===== src/rtl/dmem_port_arbiter.sv =====
// dmem_port_arbiter
// Shares the single-port synchronous-read data memory between the multicycle
// CPU datapath (fixed priority) and a debug/loader master. Debug is protected
// from starvation by a saturating wait counter; read data is steered back to
// the requester that issued the read, one cycle after the grant.
//
// Optional build macro: DMEM_ARB_STATS_EN
//   When defined, adds saturating 16-bit counters of CPU grants, debug grants
//   and request-conflict cycles (stat_cpu_cnt, stat_dbg_cnt, stat_conflict_cnt).
//   When undefined, those ports and counters do not exist.
module dmem_port_arbiter #(
    parameter int ADDR_W       = 13,
    parameter int DATA_W       = 32,
    parameter int STARVE_LIMIT = 4
) (
    input  logic              clk,
    input  logic              rst,
    input  logic              cpu_req,
    input  logic              cpu_we,
    input  logic [ADDR_W-1:0] cpu_addr,
    input  logic [DATA_W-1:0] cpu_wdata,
    output logic              cpu_gnt,
    output logic              cpu_rvalid,
    output logic [DATA_W-1:0] cpu_rdata,
    input  logic              dbg_req,
    input  logic              dbg_we,
    input  logic [ADDR_W-1:0] dbg_addr,
    input  logic [DATA_W-1:0] dbg_wdata,
    output logic              dbg_gnt,
    output logic              dbg_rvalid,
    output logic [DATA_W-1:0] dbg_rdata,
    output logic              mem_en,
    output logic              mem_wen,
    output logic [ADDR_W-1:0] mem_addr,
    output logic [DATA_W-1:0] mem_wdata,
    input  logic [DATA_W-1:0] mem_rdata,
    output logic              busy
`ifdef DMEM_ARB_STATS_EN
    ,
    output logic [15:0]       stat_cpu_cnt,
    output logic [15:0]       stat_dbg_cnt,
    output logic [15:0]       stat_conflict_cnt
`endif
);

    typedef enum logic [1:0] {
        OWN_NONE = 2'd0,
        OWN_CPU  = 2'd1,
        OWN_DBG  = 2'd2
    } owner_e;

    localparam logic [3:0] STARVE_LIMIT_C = 4'(STARVE_LIMIT);

    logic              cpu_gnt_s;
    logic              dbg_gnt_s;
    logic              dbg_force_s;
    logic [3:0]        starve_cnt_r;
    owner_e            resp_owner_r;
    logic [DATA_W-1:0] cpu_hold_r;
    logic [DATA_W-1:0] dbg_hold_r;
    logic              cpu_rvalid_s;
    logic              dbg_rvalid_s;

    // Fixed-priority arbitration with a starvation override; no grants in reset.
    always_comb begin
        cpu_gnt_s   = 1'b0;
        dbg_gnt_s   = 1'b0;
        dbg_force_s = (starve_cnt_r == STARVE_LIMIT_C);
        if (rst) begin
            cpu_gnt_s = 1'b0;
            dbg_gnt_s = 1'b0;
        end else if (cpu_req && !dbg_force_s) begin
            cpu_gnt_s = 1'b1;
        end else if (dbg_req) begin
            dbg_gnt_s = 1'b1;
        end else begin
            cpu_gnt_s = 1'b0;
            dbg_gnt_s = 1'b0;
        end
    end

    // Steer the winner's request fields onto the memory port; zeros when idle.
    always_comb begin
        mem_en    = cpu_gnt_s | dbg_gnt_s;
        mem_wen   = 1'b0;
        mem_addr  = {ADDR_W{1'b0}};
        mem_wdata = {DATA_W{1'b0}};
        if (cpu_gnt_s) begin
            mem_wen   = cpu_we;
            mem_addr  = cpu_addr;
            mem_wdata = cpu_wdata;
        end else if (dbg_gnt_s) begin
            mem_wen   = dbg_we;
            mem_addr  = dbg_addr;
            mem_wdata = dbg_wdata;
        end else begin
            mem_wen   = 1'b0;
            mem_addr  = {ADDR_W{1'b0}};
            mem_wdata = {DATA_W{1'b0}};
        end
    end

    // Count consecutive denied debug-request cycles, saturating at the limit.
    always_ff @(posedge clk or posedge rst) begin
        if (rst) begin
            starve_cnt_r <= 4'd0;
        end else if (dbg_gnt_s || !dbg_req) begin
            starve_cnt_r <= 4'd0;
        end else if (starve_cnt_r != STARVE_LIMIT_C) begin
            starve_cnt_r <= starve_cnt_r + 4'd1;
        end else begin
            starve_cnt_r <= starve_cnt_r;
        end
    end

    // Remember who issued the read so its data lands on the right port next cycle.
    always_ff @(posedge clk or posedge rst) begin
        if (rst) begin
            resp_owner_r <= OWN_NONE;
        end else if (cpu_gnt_s && !cpu_we) begin
            resp_owner_r <= OWN_CPU;
        end else if (dbg_gnt_s && !dbg_we) begin
            resp_owner_r <= OWN_DBG;
        end else begin
            resp_owner_r <= OWN_NONE;
        end
    end

    // Decode the response owner into per-port valid strobes.
    always_comb begin
        cpu_rvalid_s = 1'b0;
        dbg_rvalid_s = 1'b0;
        case (resp_owner_r)
            OWN_CPU:  cpu_rvalid_s = 1'b1;
            OWN_DBG:  dbg_rvalid_s = 1'b1;
            OWN_NONE: begin
                cpu_rvalid_s = 1'b0;
                dbg_rvalid_s = 1'b0;
            end
            default: begin
                cpu_rvalid_s = 1'b0;
                dbg_rvalid_s = 1'b0;
            end
        endcase
    end

    // Capture returned read data so each port keeps showing its last read.
    always_ff @(posedge clk or posedge rst) begin
        if (rst) begin
            cpu_hold_r <= {DATA_W{1'b0}};
            dbg_hold_r <= {DATA_W{1'b0}};
        end else begin
            if (cpu_rvalid_s) begin
                cpu_hold_r <= mem_rdata;
            end else begin
                cpu_hold_r <= cpu_hold_r;
            end
            if (dbg_rvalid_s) begin
                dbg_hold_r <= mem_rdata;
            end else begin
                dbg_hold_r <= dbg_hold_r;
            end
        end
    end

    assign cpu_gnt    = cpu_gnt_s;
    assign dbg_gnt    = dbg_gnt_s;
    assign cpu_rvalid = cpu_rvalid_s;
    assign dbg_rvalid = dbg_rvalid_s;
    assign cpu_rdata  = cpu_rvalid_s ? mem_rdata : cpu_hold_r;
    assign dbg_rdata  = dbg_rvalid_s ? mem_rdata : dbg_hold_r;
    assign busy       = !rst & (cpu_req | dbg_req | cpu_rvalid_s | dbg_rvalid_s);

`ifdef DMEM_ARB_STATS_EN
    logic [15:0] stat_cpu_cnt_r;
    logic [15:0] stat_dbg_cnt_r;
    logic [15:0] stat_conflict_cnt_r;

    // Saturating increment so long runs never wrap the statistics.
    function automatic logic [15:0] sat_inc(input logic [15:0] val, input logic en);
        logic [15:0] res;
        if (en && (val != 16'hFFFF)) begin
            res = val + 16'd1;
        end else begin
            res = val;
        end
        return res;
    endfunction

    // Accumulate grant and conflict statistics.
    always_ff @(posedge clk or posedge rst) begin
        if (rst) begin
            stat_cpu_cnt_r      <= 16'd0;
            stat_dbg_cnt_r      <= 16'd0;
            stat_conflict_cnt_r <= 16'd0;
        end else begin
            stat_cpu_cnt_r      <= sat_inc(stat_cpu_cnt_r, cpu_gnt_s);
            stat_dbg_cnt_r      <= sat_inc(stat_dbg_cnt_r, dbg_gnt_s);
            stat_conflict_cnt_r <= sat_inc(stat_conflict_cnt_r, cpu_req & dbg_req);
        end
    end

    assign stat_cpu_cnt      = stat_cpu_cnt_r;
    assign stat_dbg_cnt      = stat_dbg_cnt_r;
    assign stat_conflict_cnt = stat_conflict_cnt_r;
`endif

endmodule


===== config.mk =====
export PLATFORM = sky130hd
export DESIGN_NAME = dmem_port_arbiter
export DESIGN_NICKNAME = d
export VERILOG_FILES = /design/src/rtl/dmem_port_arbiter.sv
export SDC_FILE = /design/constraint.sdc
export NUM_CORES = 1
export LEC_CHECK = 0
export ABC_AREA = 1
export CAP_MARGIN = 20
export CORE_UTILIZATION = 36
export CTS_CLUSTER_DIAMETER = 80
export DETAILED_ROUTE_END_ITERATION = 10
export PLACE_DENSITY = 0.82
export SYNTH_ARGS = -nofsm -noshare
export SYNTH_HDL_FRONTEND = slang
export SYNTH_SLANG_ARGS = --single-unit

===== constraint.sdc =====
create_clock -name clk -period 4 [get_ports clk]
set_input_delay 0.8 -clock clk [delete_from_list [all_inputs] [get_ports clk]]
set_output_delay 0.8 -clock clk [all_outputs]
set_load 0.005 [all_outputs]

Fig. 1: metal 4
Drawn at 6 px/µm. Supply wires on this layer in grey.
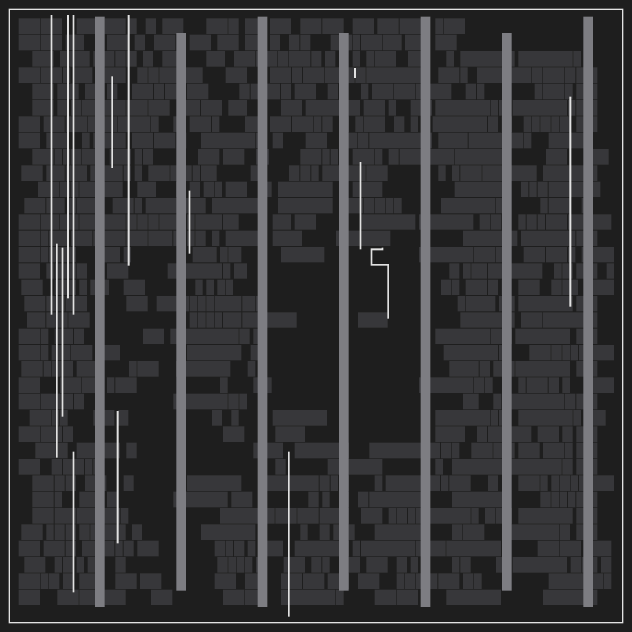
nets with wire on the layer: 14
longest straight run: 49.6 µm
main direction: vertical

Fig. 2: routed metal, one colour a layer
Drawn at 4 px/µm.
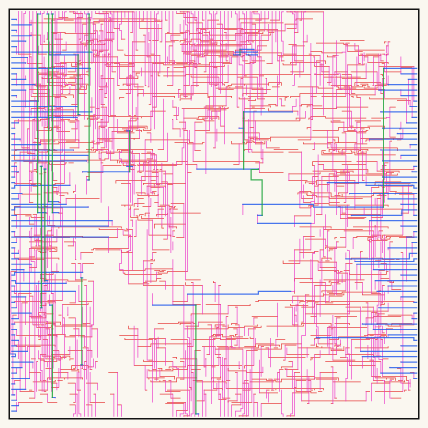
legend:
  magenta:
    layer: M2
    wire_length: 5740 µm
  green:
    layer: M4
    wire_length: 415 µm
  red:
    layer: M1
    wire_length: 4200 µm
  blue:
    layer: M3
    wire_length: 1040 µm
via count: 3788
final WL: 11.4 mm

Fig. 3: cell area per tile
Drawn at 4 px/µm. The die is cut into 10 by 10 equal tiles; white is low, dark blue is high, 0 to 100% covered.
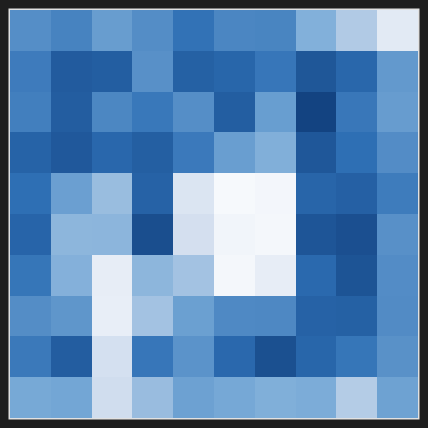
tiles over 75% full: 29%
fullest tile: 92%
emptiest ninth of the die: centre
mean over tiles: 59%
final core occ: 0.645
Core Util at FP: 0.370

Fig. 4: sequential cells coloured by netlist name
Drawn at 4 px/µm.
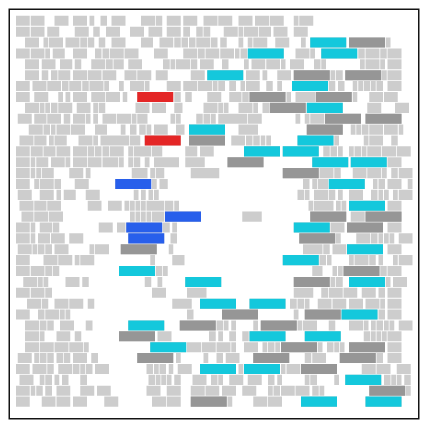
legend:
  blue:
    name_in_the_netlist: starve_cnt_r
    sequential_cells: 4
  cyan:
    name_in_the_netlist: dbg_hold_r
    sequential_cells: 32
  red:
    name_in_the_netlist: resp_owner_r
    sequential_cells: 2
not coloured: 32
sequential cell area share: 0.279
sequential logic power: 908 µW
Reg area: 1750 µm²

==> deck_impl_summary.md <==
Key Metrics from the Run

Timing
  – FMAX: 283 MHz
  – Post-route setup slack: roughly 0.47 ns
  – Setup TNS: 0 ns
  – Relative max-transition margin: 0.418
  – Clk_skew: 0.00662 ns

Routing
  – M1 wire length: approximately 4.2 mm
  – Met2 wire len: around 5.7 mm
  – Post-route ant nets: 0
  – Met3 WL: 1.04 mm

Clock tree
  – Post-CTS Setup Inserts: 0
  – Clk_lat worst skew: 0.33 ns
  – Max Buffers Root-to-Sink: 2
  – Total CTS buffers: 9
  – CTS Sinks: roughly 70
  – Clock tree root driver cell: clkbuf_8

Logic synthesis
  – Distinct lib cells: 20
  – Sequential share of the synthesized area: 0.487
  – Area share, top type: 0.487
  – Syn nets: approximately 570
  – Warnings from Yosys: 0

Critical path
  – WP data arrival: 2.73 ns
  – Critical Path Source: cpu_req
  – Critical Path Source Type: primary input
  – FF-to-FF Start: starve_cnt_r[0]
  – Delay-heaviest family, CP: buffers and inverters

Place
  – IO buf count: between 200 and 250
  – HPWL Detailed: 8.92 mm

Final layout
  – Synth-to-Final Area Change: 74.4%

GRT
  – Tot GR Track Use: 0.213
  – Vias in the first global route: 3669

Floorplanning
  – Die Ht: about 100 µm
  – Die width: 102 µm

Outcome
  – Outcome: complete, no violations

Job
  – Log Warnings: 27

Pwr
  – P_leak: between 0.002 and 0.003 µW
-- state kept, by name, summed over array words and instances, names as in the netlist --
signal	count
starve_cnt_r	4
resp_owner_r	2
cpu_hold_r	32
dbg_hold_r	32
-- cells by family after synthesis --
kind of cell | count (synthesis) | share of synthesized area
and+or+nand+nor | 139 | 0.175
buffers and inverters | 122 | 0.152
AOI/OAI and AO/OA | 110 | 0.177
DFF | 70 | 0.487
adders and majority gates | 2 | 0.00695
xor gates and xnor gates | 1 | 0.00243
-- tightest hold or removal path, delay by kind of cell, from the launching register on --
family / cells / cell delay (ns)
flip-flops: 1 / 0.32
AND/OR/NAND/NOR: 1 / 0.05
AND-OR/OR-AND: 1 / 0.08
-- power breakdown --
group | switching, µW | internal, µW | total [µW]
Clock | 262 | 228 | 490
Combinational | 346 | 517 | 863
Sequential | 45.4 | 862 | 908
-- area by class of cell --
class                      instances  area (µm²)
fill                             791        3450
sequential                        70        1750
clock buffer                      10         128
tap                              133         166
timing repair buffer             250        2520
clock inverter                     6        46.3
inverter                          93         349
multi-input combinational        252        1310
-- path summary, 6_finish.rpt --
check | to | slack, ns | cells past startpoint
worst max-delay path | mem_addr[12] | 0.47 | 5
worst min-delay path | cpu_hold_r[4] | 0.50 | 2
worst max register to register | starve_cnt_r[2] | 2.20 | 7
worst min register to register | cpu_hold_r[4] | 0.50 | 2
max in group asynchronous | dbg_hold_r[13] | 2.23 | 3
min in group asynchronous | resp_owner_r[0] | 1.18 | 3
-- per-layer routing --
metal / up-vias / track usage
li1: 1858 / -
met2: 169 / 0.384
met4: 0 / 0.0956
met3: 31 / 0.0739
met1: 1730 / 0.223
met5: - / 0
-- Yosys cell counts --
library cell,n
clkbuf_1,7
buf_2,15
nand2_1,74
clkbuf_4,1
ha_1,2
dfrtp_1,70
xor2_1,1
buf_8,3
nand3_2,3
nand3_1,47
nand4_1,3
buf_12,1
o21ai_0,87
inv_1,93
buf_6,2
nor2_1,9
nand2_4,1
nand3_4,1
nand2_2,1
o21ai_2,23
-- through the flow --
stage / cells / hold slack [ns] / cell area [µm²] / util / total power [µW]
floorplan: 444 / 0.495 / 3600 / - / 1220
global placement: 796 / 0.476 / 6060 / 0.623 / 1760
detailed placement: 796 / 0.483 / 6060 / 0.623 / 1790
CTS: 812 / 0.503 / 6240 / 0.641 / 2290
global route: 814 / 0.522 / 6280 / 0.645 / 2410
finish: 814 / 0.497 / 6280 / 0.645 / 2260
Power figures rest on the tool's default switching activity, not on a simulated workload.
